<file path="config.mk">
export PLATFORM = sky130hd
export DESIGN_NAME = uart_rx_ctrl
export DESIGN_NICKNAME = d
export VERILOG_FILES = /design/src/rtl/uart_rx_ctrl.sv
export SDC_FILE = /design/constraint.sdc
export NUM_CORES = 1
export LEC_CHECK = 0
export CORE_MARGIN = 2
export CORE_UTILIZATION = 51
export CTS_BUF_LIST = sky130_fd_sc_hd__clkbuf_2 sky130_fd_sc_hd__clkbuf_4 sky130_fd_sc_hd__clkbuf_8
export CTS_CLUSTER_DIAMETER = 30
export DETAILED_ROUTE_END_ITERATION = 6
export PLACE_DENSITY = 0.79
export REMOVE_ABC_BUFFERS = 1
export SYNTH_ARGS = -nofsm -noshare
export SYNTH_HDL_FRONTEND = slang
export SYNTH_SLANG_ARGS = --single-unit
export TNS_END_PERCENT = 20
</file>
<file path="constraint.sdc">
create_clock -name clk_clk -period 3.4 [get_ports clk_clk]
set_input_delay 0.34 -clock clk_clk [delete_from_list [all_inputs] [get_ports clk_clk]]
set_output_delay 0.34 -clock clk_clk [all_outputs]
set_load 0.1 [all_outputs]
</file>
<file path="src/rtl/uart_rx_ctrl.sv">
// uart_rx_ctrl: polls the RS232 core over Avalon-MM, parses framed host
// packets (sync, len, payload, xor checksum), streams payload bytes to the
// matrix loader and writes an ACK/NAK reply back through the same core.
module uart_rx_ctrl #(
  parameter logic [7:0] SYNC_BYTE   = 8'hA5,
  parameter logic [7:0] ACK_BYTE    = 8'h06,
  parameter logic [7:0] NAK_BYTE    = 8'h15,
  parameter int         TIMEOUT_CYC = 50_000_000,
  parameter int         TW          = 26
) (
  input  logic        clk_clk,
  input  logic        reset_reset,
  output logic        uart_address,
  output logic        uart_chipselect,
  output logic [3:0]  uart_byteenable,
  output logic        uart_read,
  output logic        uart_write,
  output logic [31:0] uart_writedata,
  input  logic [31:0] uart_readdata,
  output logic [7:0]  m_data,
  output logic        m_valid,
  output logic        m_last,
  input  logic        m_ready,
  output logic        frame_done,
  output logic        frame_err,
  output logic        busy
);

  localparam logic [2:0] S_RD   = 3'd0;
  localparam logic [2:0] S_CAP  = 3'd1;
  localparam logic [2:0] S_OUT  = 3'd2;
  localparam logic [2:0] S_WSP  = 3'd3;
  localparam logic [2:0] S_WCAP = 3'd4;
  localparam logic [2:0] S_WR   = 3'd5;

  localparam logic [1:0] P_SYNC = 2'd0;
  localparam logic [1:0] P_LEN  = 2'd1;
  localparam logic [1:0] P_PAY  = 2'd2;
  localparam logic [1:0] P_CHK  = 2'd3;

  localparam logic [TW-1:0] TMO_LAST = TW'(TIMEOUT_CYC - 1);

  logic [2:0]    state;
  logic [1:0]    phase;
  logic [7:0]    cnt, chk, data_q, reply_q;
  logic          last_q;
  logic [TW-1:0] timer;

  logic [7:0] rx_byte;
  logic       rvalid, wspace, cap_vld, polling, tmo;
  logic       done_c, err_c;
  logic       unused_bits;

  assign rx_byte     = uart_readdata[7:0];
  assign rvalid      = uart_readdata[15];
  assign wspace      = (uart_readdata[31:16] != 16'h0);
  assign unused_bits = ^uart_readdata[14:8];

  // A byte is only "received" when the data-register capture shows RVALID.
  assign cap_vld = (state == S_CAP) && rvalid;
  // The idle timer only runs while actively polling inside a frame.
  assign polling = (phase != P_SYNC) && ((state == S_RD) || (state == S_CAP));
  // A byte arriving in the same cycle wins over the timeout.
  assign tmo     = polling && (timer == TMO_LAST) && !cap_vld;

  // Frame-end pulses are decoded in the cycle that evaluates the byte.
  always_comb begin
    done_c = 1'b0;
    err_c  = 1'b0;
    if (tmo) begin
      err_c = 1'b1;
    end else if (cap_vld) begin
      case (phase)
        P_LEN:   err_c  = (rx_byte == 8'h00);
        P_CHK: begin
          done_c = (rx_byte == chk);
          err_c  = (rx_byte != chk);
        end
        default: ;
      endcase
    end
  end

  // Bus strobes are state decodes, held off while reset is asserted.
  // The data read in S_RD is suppressed when the timeout fires so no
  // byte is popped and then dropped.
  assign uart_read       = !reset_reset && (((state == S_RD) && !tmo) || (state == S_WSP));
  assign uart_write      = !reset_reset && (state == S_WR);
  assign uart_address    = uart_read && (state == S_WSP);
  assign uart_chipselect = uart_read || uart_write;
  assign uart_byteenable = {4{uart_chipselect}};
  assign uart_writedata  = uart_write ? {24'h0, reply_q} : 32'h0;

  assign m_valid    = (state == S_OUT);
  assign m_data     = data_q;
  assign m_last     = last_q && m_valid;
  assign frame_done = done_c && !reset_reset;
  assign frame_err  = err_c && !reset_reset;
  assign busy       = (phase != P_SYNC);

  // Idle timer: restarts on every received byte and whenever back in SYNC.
  always_ff @(posedge clk_clk) begin
    if (reset_reset)
      timer <= '0;
    else if (cap_vld || tmo || (phase == P_SYNC))
      timer <= '0;
    else if (polling)
      timer <= timer + TW'(1);
  end

  // Bus sequencer and frame parser.
  always_ff @(posedge clk_clk) begin
    if (reset_reset) begin
      state   <= S_RD;
      phase   <= P_SYNC;
      cnt     <= 8'h0;
      chk     <= 8'h0;
      data_q  <= 8'h0;
      last_q  <= 1'b0;
      reply_q <= 8'h0;
    end else begin
      case (state)
        S_RD: begin
          if (tmo) begin
            phase   <= P_SYNC;
            reply_q <= NAK_BYTE;
            state   <= S_WSP;
          end else begin
            state <= S_CAP;
          end
        end
        S_CAP: begin
          if (tmo) begin
            phase   <= P_SYNC;
            reply_q <= NAK_BYTE;
            state   <= S_WSP;
          end else if (!rvalid) begin
            state <= S_RD;
          end else begin
            case (phase)
              P_SYNC: begin
                if (rx_byte == SYNC_BYTE) phase <= P_LEN;
                state <= S_RD;
              end
              P_LEN: begin
                if (rx_byte == 8'h00) begin
                  phase   <= P_SYNC;
                  reply_q <= NAK_BYTE;
                  state   <= S_WSP;
                end else begin
                  cnt   <= rx_byte;
                  chk   <= rx_byte;
                  phase <= P_PAY;
                  state <= S_RD;
                end
              end
              P_PAY: begin
                data_q <= rx_byte;
                last_q <= (cnt == 8'd1);
                chk    <= chk ^ rx_byte;
                cnt    <= cnt - 8'd1;
                state  <= S_OUT;
              end
              default: begin
                reply_q <= (rx_byte == chk) ? ACK_BYTE : NAK_BYTE;
                phase   <= P_SYNC;
                state   <= S_WSP;
              end
            endcase
          end
        end
        S_OUT: begin
          if (m_ready) begin
            if (cnt == 8'h0) phase <= P_CHK;
            state <= S_RD;
          end
        end
        S_WSP:   state <= S_WCAP;
        S_WCAP:  state <= wspace ? S_WR : S_WSP;
        S_WR:    state <= S_RD;
        default: state <= S_RD;
      endcase
    end
  end

endmodule

</file>
==> run_1/met2.png <==
(3 px per um)
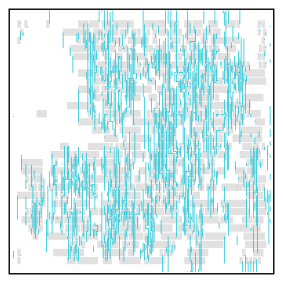
- nets with wire on the layer: 457
- main direction: vertical
- longest straight run: 26.2 um
- wire length on this layer: 4070 um

==> run_1/final_placement.png <==
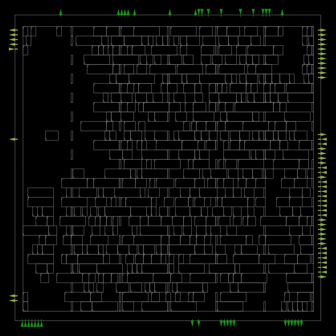
Fill cells: 540
seq_cells: 59

==> run_1/met3.png <==
(4 px per um)
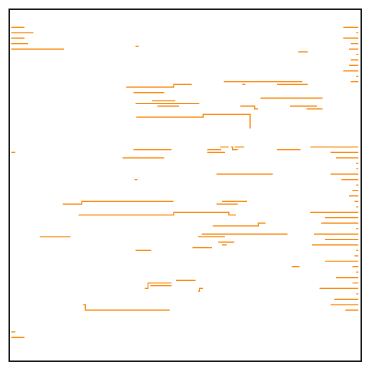
- share of all routed wire: 6.8%
- longest straight run: 23.7 um
- nets with wire on the layer: 82

==> reports/qor.yml, run 1 <==
clock_tree:
  cts_tree: "yes"
  clock-sinks: 59
  worstSkewPairLatency_ns: 0.34
  cts-buffers-inserted: 9
  cts_buffer_depth: 2
  cts_htree_levels: 3
  clk_pin_slew_ns: 0.07
  hold_buffers: 0
final_timing:
  finalHoldViolCount: 0
  slew_headroom_pct: 34.5
  min_period_ns: 3.28
  timing.fmax_ghz: 0.305
  fin_skew_ns: 0.00774
  tightest_slew_ns: 0.979
  fin_tns_setup_ns: 0
floorplanning:
  ios: 88
  die_area_sq_um: 7680
  fp-row-count: 30
  core_area_sq_um: 6790
  tap-cell-count: 96
  die_w_um: 87.6
  initCoreUtil_pct: 52.5
logic_synthesis:
  ys_warn_count: 0
  syn_area_per_cell_sq_um: 8.09
  yosys_area_sq_um: 3570
  yosysCellCount: 441
  synthCells: 441
  synth_seq_share_pct: 33.1
  yosysUniqueCellTypes: 55
  synth-edff-count: 0
  async_reset_ff_share_pct: 0
  synthFlopType: "dfxtp_1"
global_route:
  grt_pass1_vias: 3021
  grt_max_degree: 37
  antenna_found_initial: 0
  grt_pass1_wl_um: 13700
  grt_usage_pct: 22.7
  grt-ovfl-total: 0
finish:
  comb_area_share_pct: 47.7
  syn_to_final_growth_pct: 23.4
  final_cell_count_no_fill: 588
  drive_above_1_share_pct: 12.2
  clkbuf_count: 11
  seq_area_sq_um: 1180
  final-clk-cell-share_pct: 4.49
  mi_logic_area_sq_um: 2100
  largest_reg_flops: 26
  finish.utilization_pct: 64.8
  buffers: 66
  top_register: "timer"
  design_area_sq_um: 4400
  signal_buffer_area_fraction_pct: 17.2
  n_antenna_cell: 0
status:
  outcome: "finished, final reports clean"
worst_hold_path:
  min_from: "reply_q[2]$_SDFFE_PP0P_"
  min_path_type: "reg -> reg"
  hold_end: "reply_q[2]$_SDFFE_PP0P_"
  holdPathStages: 2
job:
  drv_cap: 0
  warnings: 37
power_and_ir_drop:
  power_frac_clock_pct: 34.3
  seq_power_share_pct: 38.8
  p_sw_share_pct: 35.3
  irDropWorstVdd_mv: 0.303
  p_int_mw: 1.21
  powerDensity_nw_per_um2: 424
setup_path:
  reg2reg_to: "timer[25]$_SDFFE_PP0P_"
  startpoint: "phase[0]$_SDFFE_PP0P_"
  crit_type: "reg -> out"
  crit_path_end: "uart_chipselect"
  start_kind: "flop"
  crit_arrival_ns: 2.94
  cp_data_required_time_ns: 3.06
  reg2reg_slack_ns: 0.71
  cp_max_fo: 6
route:
  vias_per_cell: 5.64
  final_antenna_net_count: 0
  drt_first_pass_iters: 5
  vias: 3314
  routed_wl_um: 8430
  wl_per_cell_um: 14.3
placed_design:
  portBuffers: 52
  placed_area_sq_um: 4190
  place_inst: 571
  place_congestion: 0.826
==> run 1: cells in the mapped netlist, types with 8 or more instances <==
cell	n	area [sq um]
nor2_1	49	184
a22oi_1	11	82.6
clkbuf_1	16	60.1
o21ai_0	14	70.1
mux2i_1	9	90.1
dfxtp_1	59	1180
inv_1	12	45.0
nand4_1	11	68.8
nor4_1	12	75.1
a21oi_1	20	100
nor3_1	8	40.0
a211oi_1	8	60.1
ha_1	8	100
buf_4	35	263
xor2_1	26	228
nand3_1	26	130
nand2_1	30	113
==> run 1: kinds of logic (layout without fill, tap and decap cells) <==
group | Yosys count | after routing | share of synthesized area, %
simple gates | 184 | 184 | 27.7
xor+xnor | 32 | 32 | 7.86
mux | 10 | 10 | 2.84
flops | 59 | 59 | 33.1
other cells | 1 | 28 | 0.105
compound gates | 77 | 77 | 14.3
buf+inv | 70 | 94 | 11.2
fa+ha+maj | 8 | 8 | 2.81
==> run 1: critical path, cell delays in order (launching register included) <==
cell and delay [ns]:
dfxtp_1 0.39, inv_1 0.12, ha_1 0.26, or4b_1 0.50, or2_2 0.36, nand3b_1 0.27, a211oi_2 0.30, a211oi_2 0.17
buf_12 0.24
==> run 1: timing repair <==
| item | in CTS | in global routing |
|---|---|---|
| setup buffers | 0 | 1 |
| resized | 0 | 1 |
| endpoints found under the setup margin | 0 | 5 |
==> run 1: power by group through the flow <==
stage / clock network (mW) / logic [mW] / registers, mW
floorplan: 0 / 0.350 / 0.739
global placement: 0 / 0.492 / 0.737
detailed placement: 0 / 0.497 / 0.738
CTS: 0.652 / 0.499 / 0.723
global route: 0.678 / 0.528 / 0.725
finish: 0.641 / 0.502 / 0.723
==> run 1: per-layer routing <==
metal,global-route usage [%],share of wire [%]
met1,28.1,43
met2,37.5,48
met3,5.47,6.8
met4,9.79,2.0
met5,0,0
==> inputs of run 2 (changes only) <==
Settings changed: GPL_ROUTABILITY_DRIVEN set to 0.
==> run_2/pins.png <==
(4 px per um) Pins as bars across the die edge, other pins in grey.
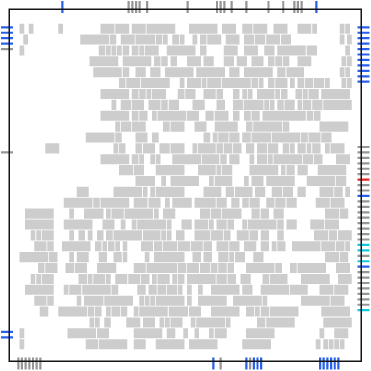
- uart_writedata: blue (pins 32; direction output; edge 13 east, 11 south, 6 west, 2 north)
- frame_done: red (pins 1; direction output; edge east)
- uart_byteenable: cyan (pins 4; direction output; edge east)

==> run 2 against run 1 <==
Sequential share of layout area unchanged. Synthesized cell count stayed put. Final area is the same. Count of clock-buffer cells in the layout unchanged. Flip-flop count unchanged. Worst hold slack unchanged. Total power is the same. First-iteration DRC count unchanged. Via count is the same. Core utilization is the same. Routed wire length unchanged. Non-clock buffer count unchanged. Critical endpoint unchanged. Largest cell class unchanged.
==> reports/qor.yml, run 2 <==
status:
  outcome: "finished, final reports clean"
route:
  drt_first_pass_iters: 5
  routed_wl_um: 8430
  wl_met3_um: 570
  met2WireLength_um: 4070
  vias_per_cell: 5.64
  final_antenna_net_count: 0
  vias: 3314
  top_layer_used: "met4"
  met1_length_um: 3620
  wl_per_cell_um: 14.3
global_route:
  grt_max_degree: 37
  grt_usage_pct: 22.7
  met2_usage_pct: 37.5
  grt-ovfl-total: 0
  antenna_found_initial: 0
  met3_usage_pct: 5.47
  grt_pass1_wl_um: 13700
  busiest_layer: "met2"
  grt_pass1_vias: 3021
  met1_usage_pct: 28.1
power_and_ir_drop:
  power_frac_clock_pct: 34.3
  p_sw_share_pct: 35.3
  irDropWorstVdd_mv: 0.303
  seq_power_share_pct: 38.8
  p_int_mw: 1.21
clock_tree:
  clock-sinks: 59
  post_cts_resized: 0
  cts_buffer_depth: 2
  postCtsSetupBuffers: 0
  cts_tree: "yes"
  hold_buffers: 0
  cts_htree_levels: 3
  clk_pin_slew_ns: 0.07
floorplanning:
  initCoreUtil_pct: 52.5
  die_area_sq_um: 7680
  die_w_um: 87.6
  core_area_sq_um: 6790
finish:
  seq_area_sq_um: 1180
  n_fill_cell: 540
  syn_to_final_growth_pct: 23.4
  n_antenna_cell: 0
worst_hold_path:
  min_path_type: "reg -> reg"
  holdPathStages: 2
job:
  warnings: 37
logic_synthesis:
  synthCells: 441
  yosysUniqueCellTypes: 55
  ys_warn_count: 0
  async_reset_ff_share_pct: 0
  synth_top_area_share_pct: 33.1
  netlist_top_cells_count: "dfxtp_1 (59), nor2_1 (49), buf_4 (35), nand2_1 (30)"
  top_cell: "dfxtp_1"
  synth_top_cell_by_area: "dfxtp_1"
  syn_area_per_cell_sq_um: 8.09
  yosys_area_sq_um: 3570
  yosysCellCount: 441
  synth-edff-count: 0
setup_path:
  cp_data_required_time_ns: 3.06
  crit_arrival_ns: 2.94
  critPathMaxStageDelay_ns: 0.50
  start_kind: "flop"
  worst-path-buf-inv: 2
final_timing:
  tightest_slew_ns: 0.979
  slew_headroom_pct: 34.5
  timing.fmax_ghz: 0.305
==> run_2/met3.png <==
(4 px per um)
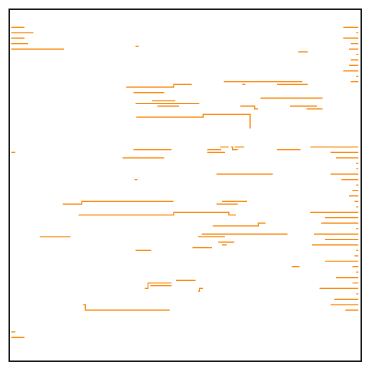
- longest straight run: 23.7 um
- nets with wire on the layer: 82
- wire length on this layer: 571 um
- main direction: horizontal
- share of all routed wire: 6.8%

-- run 2: worst paths after layout --
kind	slack, ns	to	start
max reg2reg	0.71	timer[25]$_SDFFE_PP0P_	phase[0]$_SDFFE_PP0P_
max	0.12	uart_chipselect	phase[0]$_SDFFE_PP0P_
min	0.45	reply_q[2]$_SDFFE_PP0P_	reply_q[2]$_SDFFE_PP0P_
min reg2reg	0.45	reply_q[2]$_SDFFE_PP0P_	reply_q[2]$_SDFFE_PP0P_
-- run 2: cell families (layout without fill, tap and decap cells) --
family	count (synthesis)	count (layout)	share of synthesized area, %
AND-OR/OR-AND	77	77	14.3
XOR/XNOR	32	32	7.86
adder cells (fa/ha/maj)	8	8	2.81
buffers and inverters	70	94	11.2
flip-flops	59	59	33.1
multiplexers	10	10	2.84
other	1	28	0.105
AND/OR/NAND/NOR	184	184	27.7
-- run 2: through the flow --
stage / area, sq um / setup slack, ns / setup TNS [ns] / power [mW] / std cells
floorplan: 3310 / -9.06 / -51.47 / 1.09 / 410
global placement: 4190 / 0.442 / 0 / 1.23 / 571
detailed placement: 4190 / 0.433 / 0 / 1.24 / 571
CTS: 4390 / 0.0743 / 0 / 1.87 / 587
global route: 4400 / 0.00642 / 0 / 1.93 / 588
finish: 4400 / 0.119 / 0 / 1.87 / 588
-- run 2: power groups by stage --
stage / Sequential [mW] / Combinational [mW] / Clock (mW)
floorplan: 0.739 / 0.350 / 0
global placement: 0.737 / 0.492 / 0
detailed placement: 0.738 / 0.497 / 0
CTS: 0.723 / 0.499 / 0.652
global route: 0.725 / 0.528 / 0.678
finish: 0.723 / 0.502 / 0.641
-- run 2: area by class of cell --
type	instances	area share, %
clock buffer	11	3.30
clock inverter	5	1.19
inverter	12	1.02
multi-input combinational	339	47.7
sequential	59	26.8
tap	96	2.73
timing repair buffer	66	17.2
Power figures rest on the tool's default switching activity, not on a simulated workload.
